### src/rtl/uart_scan_ctrl.sv
// UART-to-scan bridge: serialises received bytes LSB first onto tck/tdi/tms and tracks tap address/data count.
// Optional SCAN_HOLD_BUF_EN adds a one-byte holding buffer for bytes arriving while a shift is in progress.
module uart_scan_ctrl #(
   parameter int unsigned CLK_DIV = 4
) (
   input  logic        clk,
   input  logic        rst_n,
   input  logic [7:0]  rx_data,
   input  logic        rx_valid,
   input  logic        rx_mode,
   output logic        tck,
   output logic        tdi,
   output logic        tms,
   output logic [15:0] addr,
   output logic [7:0]  data_count,
   output logic        busy,
   output logic        overrun
);

   // state    | meaning
   // IDLE     | no byte shifting, tdi=1 tms=0 tck=0
   // SHIFT_LO | tck low half-period, tdi/tms presented
   // SHIFT_HI | tck high half-period, tdi/tms held
   typedef enum logic [1:0] {IDLE, SHIFT_LO, SHIFT_HI} state_t;

   localparam logic [7:0] DIV_LD = 8'(CLK_DIV - 1);

   state_t      state, state_nxt;
   logic [7:0]  div_cnt;
   logic [7:0]  shreg;
   logic [2:0]  bit_cnt;
   logic        mode_reg;
   logic        div_tc, last_bit;
   logic        start_rx, start_hold, rx_drop;
   logic [7:0]  start_data;
   logic        start_mode;
   logic        hold_valid;
   logic [7:0]  hold_data;
   logic        hold_mode;
`ifdef SCAN_HOLD_BUF_EN
   logic        hold_load;
`endif

   assign div_tc     = (div_cnt == 8'd0);
   assign last_bit   = (bit_cnt == 3'd7);
   assign start_data = start_hold ? hold_data : rx_data;
   assign start_mode = start_hold ? hold_mode : rx_mode;

   always_comb begin
      state_nxt  = state;
      start_rx   = 1'b0;
      start_hold = 1'b0;
      rx_drop    = 1'b0;
`ifdef SCAN_HOLD_BUF_EN
      hold_load  = 1'b0;
`endif
      case (state)
         IDLE: begin
            if (hold_valid) begin
               start_hold = 1'b1;
               state_nxt  = SHIFT_LO;
            end else if (rx_valid) begin
               start_rx  = 1'b1;
               state_nxt = SHIFT_LO;
            end
         end
         SHIFT_LO: begin
            if (div_tc) state_nxt = SHIFT_HI;
         end
         SHIFT_HI: begin
            if (div_tc) begin
               if (!last_bit) begin
                  state_nxt = SHIFT_LO;
               end else if (hold_valid) begin
                  start_hold = 1'b1;
                  state_nxt  = SHIFT_LO;
               end else begin
                  state_nxt = IDLE;
               end
            end
         end
         default: state_nxt = IDLE;
      endcase
      // a byte not started directly goes to the buffer if it is (or is becoming) free
      if (rx_valid && !start_rx) begin
`ifdef SCAN_HOLD_BUF_EN
         if (!hold_valid || start_hold) hold_load = 1'b1;
         else                           rx_drop   = 1'b1;
`else
         rx_drop = 1'b1;
`endif
      end
   end

   always_ff @(posedge clk or negedge rst_n) begin
      if (!rst_n) begin
         state <= IDLE;
         tck   <= 1'b0;
         busy  <= 1'b0;
      end else begin
         state <= state_nxt;
         tck   <= (state_nxt == SHIFT_HI);
         busy  <= (state_nxt != IDLE);
      end
   end

   always_ff @(posedge clk or negedge rst_n) begin
      if (!rst_n) begin
         div_cnt    <= '0;
         shreg      <= '0;
         bit_cnt    <= '0;
         mode_reg   <= 1'b0;
         addr       <= '0;
         data_count <= '0;
         overrun    <= 1'b0;
      end else begin
         if (rx_drop) overrun <= 1'b1;
         if (start_rx || start_hold) begin
            shreg    <= start_data;
            mode_reg <= start_mode;
            bit_cnt  <= '0;
            div_cnt  <= DIV_LD;
            if (!start_mode) begin
               addr       <= {addr[7:0], start_data};
               data_count <= '0;
            end else begin
               data_count <= data_count + 8'd1;
            end
         end else if (state != IDLE) begin
            if (div_tc) begin
               div_cnt <= DIV_LD;
               if (state == SHIFT_HI) begin
                  shreg   <= {1'b1, shreg[7:1]};
                  bit_cnt <= bit_cnt + 3'd1;
               end
            end else begin
               div_cnt <= div_cnt - 8'd1;
            end
         end
      end
   end

`ifdef SCAN_HOLD_BUF_EN
   always_ff @(posedge clk or negedge rst_n) begin
      if (!rst_n) begin
         hold_valid <= 1'b0;
         hold_data  <= '0;
         hold_mode  <= 1'b0;
      end else if (hold_load) begin
         hold_valid <= 1'b1;
         hold_data  <= rx_data;
         hold_mode  <= rx_mode;
      end else if (start_hold) begin
         hold_valid <= 1'b0;
      end
   end
`else
   assign hold_valid = 1'b0;
   assign hold_data  = 8'h00;
   assign hold_mode  = 1'b0;
`endif

   assign tdi = busy ? shreg[0] : 1'b1;
   assign tms = busy ? mode_reg : 1'b0;

endmodule

### config.mk
export PLATFORM = sky130hd
export DESIGN_NAME = uart_scan_ctrl
export DESIGN_NICKNAME = d
export VERILOG_FILES = /design/src/rtl/uart_scan_ctrl.sv
export SDC_FILE = /design/constraint.sdc
export NUM_CORES = 1
export LEC_CHECK = 0
export CORE_UTILIZATION = 48
export CTS_BUF_LIST = sky130_fd_sc_hd__clkbuf_2 sky130_fd_sc_hd__clkbuf_4 sky130_fd_sc_hd__clkbuf_8
export CTS_CLUSTER_DIAMETER = 80
export DETAILED_ROUTE_END_ITERATION = 8
export PLACE_DENSITY = 0.83
export REMOVE_ABC_BUFFERS = 1
export SETUP_SLACK_MARGIN = 0.3
export SLEW_MARGIN = 5
export SYNTH_ARGS = -nofsm -noshare
export SYNTH_HDL_FRONTEND = slang
export SYNTH_SLANG_ARGS = --single-unit
### constraint.sdc
create_clock -name clk -period 1.7 [get_ports clk]
set_input_delay 0.34 -clock clk [delete_from_list [all_inputs] [get_ports clk]]
set_output_delay 0.34 -clock clk [all_outputs]
set_load 0.02 [all_outputs]
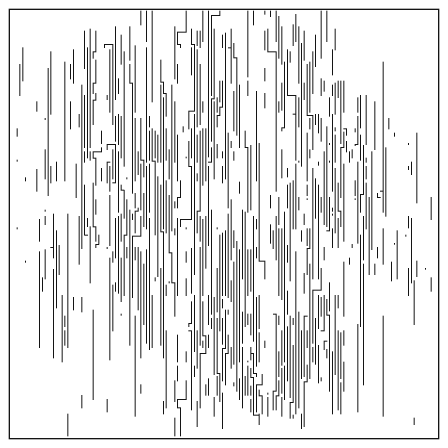
(run_1/layer_met2.png)
- wire length on this layer: 3200 um
- share of all routed wire: 50%

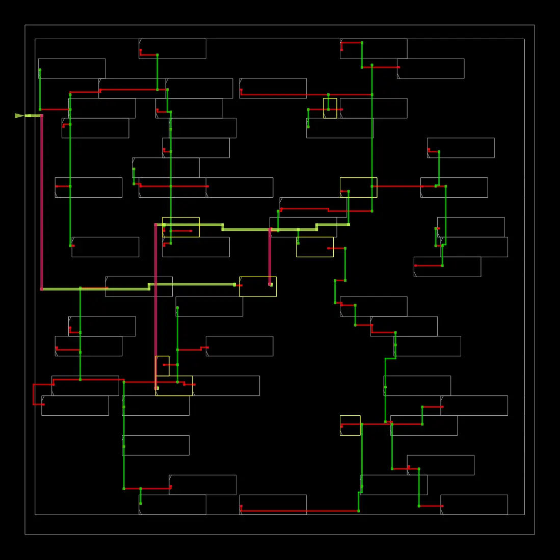
(run_1/clocks.png)
seq_cells: 49
CLK BUF: 5
CTS sink cnt: 49
Final Skew: 7.66 ps
Worst-Skew Late Latency: 300 ps

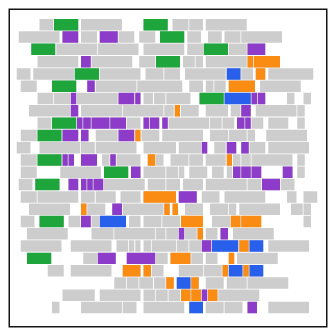
(run_1/logic_types.png)
- orange: NOR gates (cells 28)
- purple: NAND gates (cells 51)
- blue: XOR/XNOR gates (cells 9)
- green: multiplexers (cells 16)
most numerous logic cell after layout: dfrtp_1
logic share of the area: 36.0%
filler-free cell count of the finished design: 339

==> flow_metrics.py, run 1 <==
# Flow results
metrics = {
    "run_status": {
        "run_status": "finished, final reports clean",
    },
    "setup_path": {
        "critPathArrivalTime_ps": 1900,
        "worstSetupStartpointType": "register",
        "crit_path_end_kind": "register",
        "cp.required_ps": 1920,
        "crit_path_max_fanout": 4,
    },
    "detailed_routing": {
        "drt_pass1_iterations": 4,
        "final_antenna_net_count": 0,
        "vias_per_cell": 5.72,
        "drtIter0Drc": 102,
        "drc": 0,
        "dr_total_vias": 1938,
    },
    "synth": {
        "synthCells": 204,
        "ys_cells": 204,
        "synth-edff-count": 0,
        "postSynthSeqShare_pct": 55.4,
        "ys_sh_aoi_pct": 7.24,
        "ys_ff": 49,
        "xor_area_share_pct": 3.56,
        "synth.logic.top_family": "simple AND/OR/NAND/NOR gates",
        "ys_sh_simple_pct": 20.0,
        "synth_cell_types": 36,
        "ys_area_um2": 2210,
        "muxShareOfSynthArea_pct": 8.14,
        "top_area_cell": "dfrtp_1",
        "synth_area_um2": 2210,
        "yosys.area.top_type_share_pct": 55.4,
    },
    "final_layout": {
        "largestClassByArea": "logic gates",
        "fillers": 256,
        "nMultiInputCombCells": 143,
        "diodes": 0,
        "flop_area_um2": 1230,
        "clkCellAreaFrac_pct": 2.53,
        "largest_reg_flops": 16,
        "comb_area_um2": 1230,
        "signal_buffers": 83,
        "top_register": "addr",
        "lay_top_cells": "dfrtp_1 (49), buf_4 (22), mux2_4 (16)",
        "drive_above_1_share_pct": 47.0,
        "nNetsFinal": 302,
    },
    "clock_network": {
        "cts_tree": "done",
        "cts_hold_buf": 0,
        "cts_buffers": 5,
        "clock_path_buffers": 2,
    },
    "sta": {
        "drv_slew": 0,
        "finalClockPeriodUsage_pct": 98.6,
        "max_freq_mhz": 597,
        "timing.hold.ws_ps": 4.05,
        "worst-slew-pin-transition_ps": 461,
        "finalHoldViolCount": 0,
        "setup_viol": 0,
        "fin_ws_ps": 23.6,
        "max-slew-margin-rel_pct": 69.1,
        "rsz0062_at_grt": "true",
    },
    "grt": {
        "grt_max_degree": 50,
        "grt_overflow_total": 0,
        "grt_pass1_wl_mm": 8.71,
        "grt_pass1_vias": 1792,
    },
    "place": {
        "gp_congestion": 0.812,
        "dp_cells": 306,
        "place_area_um2": 2770,
        "dp_hpwl_mm": 2.93,
    },
    "pwr": {
        "vdd_ir_drop_max_uv": 889,
        "power.total_uw": 5120,
        "p_leak_uw": 0.00164,
    },
    "die": {
        "rows": 24,
        "fp-utilization_pct": 50.5,
        "die_width_um": 69.9,
        "core_area_um2": 4380,
    },
    "job": {
        "warnings": 27,
        "drv_cap": 0,
    },
}
[run 1: synthesized netlist by cell type, drive strengths merged (3+ instances only)]
| cell | number |
|---|---|
| a21o | 5 |
| nand2 | 31 |
| xnor2 | 5 |
| nor3 | 6 |
| a21oi | 4 |
| xor2 | 4 |
| o31ai | 3 |
| nor2 | 19 |
| dfrtp | 49 |
| and3 | 3 |
| a31oi | 4 |
| ha | 4 |
| inv | 4 |
| nand3 | 16 |
| mux2 | 16 |
| o21ai | 7 |
| buf | 6 |
[run 1: critical path, stage by stage, from the launching register on]
cell     delay (ps)
dfrtp_1         410
inv_1            80
ha_2            180
nor3b_2         170
buf_4           170
and3_4          230
buf_6           140
nand2_2          60
a31oi_1         170
[run 1: routing by layer]
metal / GRT usage, % / vias to the layer above / wire (um)
met1: 30.7 / 974 / 2760
met2: 36.6 / 77 / 3200
met3: 5.63 / 20 / 293
met5: 0 / - / 0
met4: 6.67 / 0 / 173
li1: - / 867 / -
[run 1: power breakdown]
part,switching [uW],internal (uW)
sequential,458,1640
combinational,1180,1180
clock,384,284
[run 1: timing repair]
item | 4_1_cts | 5_1_grt
buffers inserted | 12 | 8
gates resized | 91 | 72
pin swaps | 23 | 22
setup endpoints to repair | 76 | 62
cloned | 3 | 2
[run 1: worst paths after layout]
kind / from / endpoint / slack (ps) / cells past startpoint
worst max-delay path: div_cnt[0] / shreg[3] / 20 / 8
worst min-delay path: rst_n / div_cnt[2] / 4 / 2
worst max register to register: div_cnt[0] / shreg[3] / 20 / 8
worst min register to register: overrun / overrun / 460 / 1
max in group asynchronous: rst_n / shreg[2] / 1460 / 2
min in group clk: overrun / overrun / 460 / 1
--- run 2 (diff from run 1) ---
- ABC_CLOCK_PERIOD_IN_PS: unset -> 1700
- CORE_MARGIN: unset -> 8
- CORE_UTILIZATION: 48 -> 39
- PLACE_DENSITY: 0.83 -> 0.71
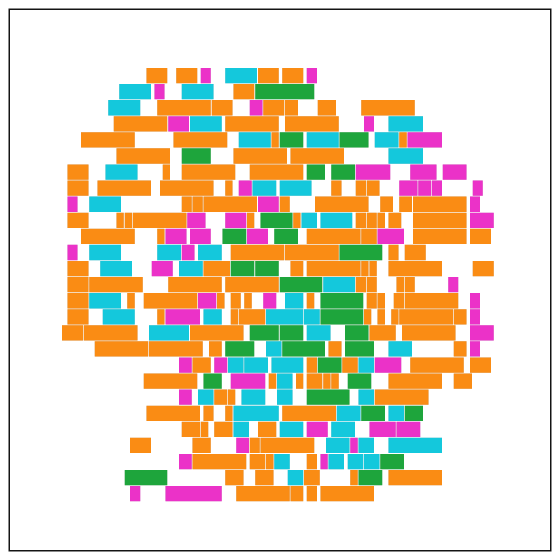
(run_2/sizes.png)
- green: _6 and larger (cells 30)
- magenta: _2 cells (cells 50)
- orange: _0 and _1 cells (cells 148)
- cyan: _3 and _4 cells (cells 55)
Plain + repair buffers: 79
Area growth syn-to-layout: 56.1%
final instance area: 3450 um^2
slack of the critical path: 82.2 ps

==> run 2 against run 1 <==
Clock skew is 1.9 ps higher. Setup slack better by 59 ps. Routed wire length is 8.2% lower. Largest cell class unchanged. Final cell count is 4.7% higher. First-iteration DRC count is 11% higher. Sequential share of layout area is 0.46 points lower. Clock power is 13% higher.
==> flow_metrics.py, run 2 <==
# Flow results
metrics = {
    "synth": {
        "ys_area_um2": 2210,
        "yosys.area.top_type_share_pct": 55.4,
        "postSynthSeqShare_pct": 55.4,
        "ys_ff": 49,
        "ff_type": "dfrtp_1",
        "synth.most_common_cell": "dfrtp_1",
        "async_flop_share_pct": 100,
        "top_area_cell": "dfrtp_1",
        "synth-edff-count": 0,
        "synth_warnings": 0,
        "area_leaders": "dfrtp_1 (55%), nand2_1 (5.3%), mux2_2 (4.6%), nand3_1 (3.6%), mux2_1 (3.6%)",
        "synth_cell_types": 36,
        "netlist_top_cells_count": "dfrtp_1 (49), nand2_1 (31), nand3_1 (16), nor2_1 (16), mux2_2 (9)",
        "synthCells": 204,
        "syn_avg_cell_area_um2": 10.8,
        "ys_cells": 204,
        "synth_area_um2": 2210,
    },
    "final_layout": {
        "lay_top_cells": "dfrtp_1 (48), nand2_1 (21), buf_4 (17)",
        "drive_above_1_share_pct": 47.7,
        "final_util_pct": 62.7,
        "diodes": 0,
        "layout_top_cell": "dfrtp_1",
        "largest_reg_flops": 16,
        "top_register": "addr",
        "fillers": 427,
        "nNetsFinal": 298,
        "finalNonFillerCells": 355,
    },
    "sta": {
        "max-slew-margin-rel_pct": 76.5,
        "min_period_ps": 1620,
        "rsz0062_at_grt": "true",
        "finalHoldViolCount": 0,
        "finalClockPeriodUsage_pct": 95.2,
        "timing.hold.ws_ps": 485,
        "finalClockSkew_ps": 9.55,
        "setup_viol": 0,
        "drv_slew": 0,
        "worst-slew-pin-transition_ps": 349,
        "setup-tns-final_ps": 0,
        "max_freq_mhz": 618,
    },
    "place": {
        "gp_congestion": 0.852,
        "place_area_um2": 2770,
        "dp_cells": 324,
        "pre_cts_slack_ps": -356,
        "port_buffers": 40,
        "dp_hpwl_mm": 3.23,
    },
    "setup_path": {
        "max_stage_delay_ps": 440,
        "crit_slowest_cell": "or3b_4",
        "rrSetupSlack_ps": 80,
        "worstSetupStartpointType": "register",
        "critPathArrivalTime_ps": 1820,
        "cp.required_ps": 1900,
        "crit_type": "register to register",
        "r2r_start": "state[1]",
        "timing.critical_path.buf_inv": 2,
        "r2r_cells": 5,
        "path_common_cell": "buf_12",
        "worstReg2RegEnd": "addr[14]",
        "crit_path_end_kind": "register",
        "crit_chain": "or3b_4, nor2_8, buf_12, buf_12, mux2_4",
        "crit_family": "simple AND/OR/NAND/NOR gates",
        "crit_path_max_fanout": 6,
    },
    "worst_hold_path": {
        "holdPathEnd": "overrun",
        "hold_depth": 1,
        "hold_start": "overrun",
        "hp-class": "register to register",
    },
    "pwr": {
        "vdd_ir_drop_max_uv": 770,
        "p_leak_uw": 0.00163,
        "power.total_uw": 5200,
        "power_density_nw_per_um2": 1500,
    },
    "job": {
        "drv_cap": 0,
        "warnings": 27,
    },
    "die": {
        "io_pins": 41,
        "rows": 27,
        "core_area_um2": 5510,
        "dieArea_um2": 8340,
        "die_width_um": 91.3,
        "die_h_um": 91.3,
        "fp-utilization_pct": 40.2,
    },
    "clock_network": {
        "path_clk_slew_ps": 100,
        "cts_root_buf": "clkbuf_8",
        "htree_levels": 2,
        "cts_tree": "done",
        "cts_buffers": 5,
        "cts_num_sinks": 49,
        "clock_latency_ps": 320,
        "clock_path_buffers": 2,
    },
    "grt": {
        "grt_usage_pct": 13.3,
        "grt_antenna_before_repair": 0,
        "grt_pass1_vias": 1825,
        "grt_overflow_total": 0,
        "grt_max_degree": 50,
        "grt_pass1_wl_mm": 9.11,
    },
    "detailed_routing": {
        "vias_per_cell": 5.07,
        "drtIter0Drc": 113,
        "dr_total_vias": 1800,
        "routed_wl_mm": 5.90,
        "wl_per_cell_um": 16.6,
        "drt_pass1_iterations": 4,
        "drc": 0,
        "final_antenna_net_count": 0,
    },
    "run_status": {
        "run_status": "finished, final reports clean",
    },
}
run 2: cell types whose count changed in the layout (fill, tap and decap cells not counted), moves of 3 or more:
cell / delta
buf_4: -5
nand2_2: -6
inv_6: +3
buf_12: +4
clkbuf_2: +5
nand2_1: +6
dlygate4sd2_1: -9
run 2: cells by family (layout without fill, tap and decap cells):
group	count (synthesis)	count (layout)	share of synthesized area, %
AOI/OAI and AO/OA	26	26	7.24
xor gates and xnor gates	9	9	3.56
adders and majority gates	4	4	2.26
buffers and inverters	12	91	3.39
DFF	49	49	55.4
muxes	16	16	8.14
and+or+nand+nor	88	88	20.0
run 2: worst max-delay path by stage:
stage	start	end	slack, ps	cells after the start
floorplan	state[1]	addr[4]	4	3
global placement	rx_valid	addr[12]	-320	4
detailed placement	rx_valid	addr[7]	-360	4
CTS	state[0]	addr[3]	50	5
global route	div_cnt[1]	shreg[3]	20	8
finish	state[1]	addr[14]	80	5
run 2: final cells by class:
class                      instances  area (um^2)  area share, %
tap                               72         90.1           2.61
clock inverter                     3         26.3          0.761
clock buffer                       5         68.8           1.99
multi-input combinational        143         1250           36.2
inverter                           4         15.0          0.435
timing repair buffer              79          776           22.5
sequential                        49         1230           35.5
run 2: what timing repair did:
item / CTS / global route
pin swaps: 22 / 24
hold endpoints to repair: 3 / 0
cloned: 2 / 0
setup endpoints to repair: 75 / 68
setup buffers: 12 / 8
gates resized: 98 / 78
hold buffers: 1 / 0
run 2: routing by layer:
metal	part of all wire [%]	track usage [%]
met5	0	0
met4	1.1	5.05
met3	4.3	3.46
met2	48	20.7
met1	46	17.4
run 2: power by group:
part / total, uW / switching (uW) / internal (uW)
logic: 2360 / 1150 / 1210
registers: 2090 / 446 / 1640
clock network: 752 / 446 / 307
total: 5200 / 2050 / 3150
--- run 3 (diff from run 2) ---
- SETUP_SLACK_MARGIN: 0.3 -> 0.1
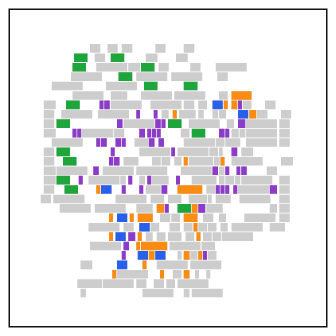
(run_3/logic_types.png)
- orange: NOR gates (cells 28)
- blue: XOR/XNOR gates (cells 9)
- purple: NAND gates (cells 51)
- green: multiplexers (cells 16)
filler-free cell count of the finished design: 338
logic share of the area: 32.5%

==> run 3 against run 2 <==
Sequential power is 4% lower. Count of clock-buffer cells in the layout stayed put. Design area is 14% lower. Largest cell class is now flip-flops and latches.
==> flow_metrics.py, run 3 <==
# Flow results
metrics = {
    "final_layout": {
        "final_util_pct": 54.0,
        "design_area_um2": 2970,
        "nNetsFinal": 281,
        "drive_above_1_share_pct": 19.5,
        "lay_top_cells": "dfrtp_1 (49), nand2_1 (31), dlygate4sd2_1 (29)",
        "largest_reg_flops": 16,
        "fillers": 497,
        "area_delta_synth_final_pct": 34.3,
        "top_register": "addr",
        "diodes": 0,
        "layout_top_cell": "dfrtp_1",
    },
    "synth": {
        "synth.most_common_cell": "dfrtp_1",
        "synth-edff-count": 0,
        "ys_cells": 204,
        "syn_avg_cell_area_um2": 10.8,
        "synthCells": 204,
        "synth_cell_types": 36,
        "top_area_cell": "dfrtp_1",
        "ys_area_um2": 2210,
        "netlist_top_cells_count": "dfrtp_1 (49), nand2_1 (31), nand3_1 (16), nor2_1 (16), mux2_2 (9)",
        "area_leaders": "dfrtp_1 (55%), nand2_1 (5.3%), mux2_2 (4.6%), nand3_1 (3.6%), mux2_1 (3.6%)",
        "ff_type": "dfrtp_1",
        "yosys.area.top_type_share_pct": 55.4,
        "postSynthSeqShare_pct": 55.4,
        "synth_warnings": 0,
        "ys_ff": 49,
        "synth_area_um2": 2210,
        "async_flop_share_pct": 100,
    },
    "place": {
        "pre_cts_slack_ps": -356,
        "port_buffers": 40,
        "dp_hpwl_mm": 3.23,
        "place_area_um2": 2770,
        "gp_congestion": 0.852,
        "dp_cells": 324,
    },
    "setup_path": {
        "crit_type": "register to register",
        "rrSetupSlack_ps": 140,
        "r2r_start": "state[0]",
        "r2r_cells": 4,
        "crit_path_end_kind": "register",
        "worstReg2RegEnd": "addr[0]",
        "crit_path_max_fanout": 11,
        "worstSetupStartpointType": "register",
        "critPathArrivalTime_ps": 1750,
        "cp.required_ps": 1890,
    },
    "die": {
        "core_area_um2": 5510,
        "die_width_um": 91.3,
        "fp-utilization_pct": 40.2,
        "die_h_um": 91.3,
        "io_pins": 41,
        "dieArea_um2": 8340,
        "rows": 27,
    },
    "worst_hold_path": {
        "holdPathEnd": "overrun",
        "hold_start": "overrun",
        "hold_depth": 1,
        "hp-class": "register to register",
    },
    "clock_network": {
        "path_clk_slew_ps": 90,
        "cts_root_buf": "clkbuf_8",
        "clock_path_buffers": 2,
        "htree_levels": 2,
        "cts_tree": "done",
        "cts_buffers": 5,
        "cts_num_sinks": 49,
        "clock_latency_ps": 310,
    },
    "detailed_routing": {
        "dr_total_vias": 1682,
        "vias_per_cell": 4.98,
        "drc": 0,
        "drt_pass1_iterations": 5,
        "drtIter0Drc": 85,
        "final_antenna_net_count": 0,
        "routed_wl_mm": 4.67,
        "wl_per_cell_um": 13.8,
    },
    "sta": {
        "setup_viol": 0,
        "finalClockPeriodUsage_pct": 91.6,
        "min_period_ps": 1560,
        "rsz0062_at_grt": "false",
        "drv_slew": 0,
        "fin_ws_ps": 143,
        "max_freq_mhz": 642,
        "setup-tns-final_ps": 0,
        "finalClockSkew_ps": 10.6,
        "max-slew-margin-rel_pct": 74.7,
        "worst-slew-pin-transition_ps": 377,
        "finalHoldViolCount": 0,
        "timing.hold.ws_ps": 458,
    },
    "pwr": {
        "p_leak_uw": 0.00144,
        "vdd_ir_drop_max_uv": 651,
        "power_density_nw_per_um2": 1520,
        "power.total_uw": 4500,
    },
    "grt": {
        "met3_usage_pct": 3.37,
        "grt_usage_pct": 11.7,
        "busiest_layer": "met2",
        "use_met2_pct": 17.6,
        "grt_overflow_total": 0,
        "grt_pass1_wl_mm": 8.11,
        "use_met1_pct": 15.5,
        "grt_max_degree": 50,
        "grt_pass1_vias": 1639,
        "grt_antenna_before_repair": 0,
    },
    "job": {
        "warnings": 26,
        "drv_cap": 0,
    },
    "run_status": {
        "run_status": "finished, final reports clean",
    },
}
run 3: what timing repair did:
action                                 CTS  global route
hold buffers                             1             0
setup endpoints to repair               55            32
pin swaps                                2             2
setup buffers                            5             0
endpoints found under the hold margin    3             0
gates resized                           34            14
run 3: how the worst max path moves through the flow:
stage          cells past startpoint  slack [ps]        from            end
3_5_place_dp                       4        -360    rx_valid        addr[7]
3_3_place_gp                       4        -320    rx_valid       addr[12]
4_1_cts                            8          90  div_cnt[1]       shreg[7]
2_1_floorplan                      3           4    state[1]        addr[4]
6_report                           4         140    state[0]        addr[0]
5_1_grt                            5          60    state[0]  data_count[6]
run 3: layout make-up:
cell class | count | area (um^2) | area share (%)
Clock buffer | 5 | 68.8 | 2.32
Inverter | 4 | 15.0 | 0.505
Multi-Input combinational cell | 143 | 967 | 32.5
Clock inverter | 3 | 26.3 | 0.884
Tap cell | 72 | 90.1 | 3.03
Timing Repair Buffer | 62 | 578 | 19.5
Sequential cell | 49 | 1230 | 41.3
run 3: kinds of logic (layout without fill, tap and decap cells):
logic type	after synthesis	count (layout)	share of synthesized area, %
xor gates and xnor gates	9	9	3.56
muxes	16	16	8.14
buffers and inverters	12	74	3.39
DFF	49	49	55.4
AOI/OAI and AO/OA	26	26	7.24
adders and majority gates	4	4	2.26
and+or+nand+nor	88	88	20.0
run 3: where the power goes:
part           internal, uW  leakage (uW)  switching [uW]  total, uW
clock network           306     0.0000495             423        729
registers              1640      0.000611             368       2010
logic                   823      0.000774             946       1770
total                  2770       0.00144            1740       4500
run 3: metal layers:
metal	vias to the layer above	wire length, um
met3	4	236
met1	818	2190
li1	823	-
met2	37	2190
met5	-	0
met4	0	59
run 3: critical path, stage by stage, from the launching register on:
cell	delay, ps
dfrtp_1	390
or3b_4	450
nor2_8	130
buf_12	140
mux2_1	330

==> screenshots <==
Placed cells, one color a class.
Scale bar: 20 um. Fill, decap, tap and diode cells in gray.
(a)
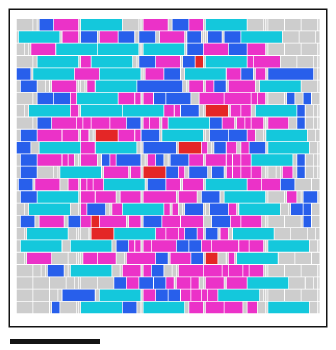
(b)
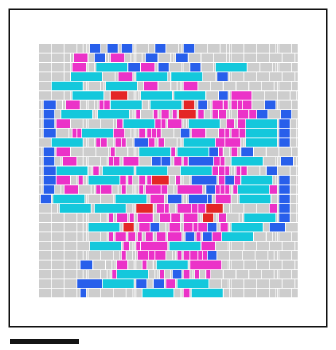
(b): run 3
(a): run 1

Power and IR drop assume default switching activity.
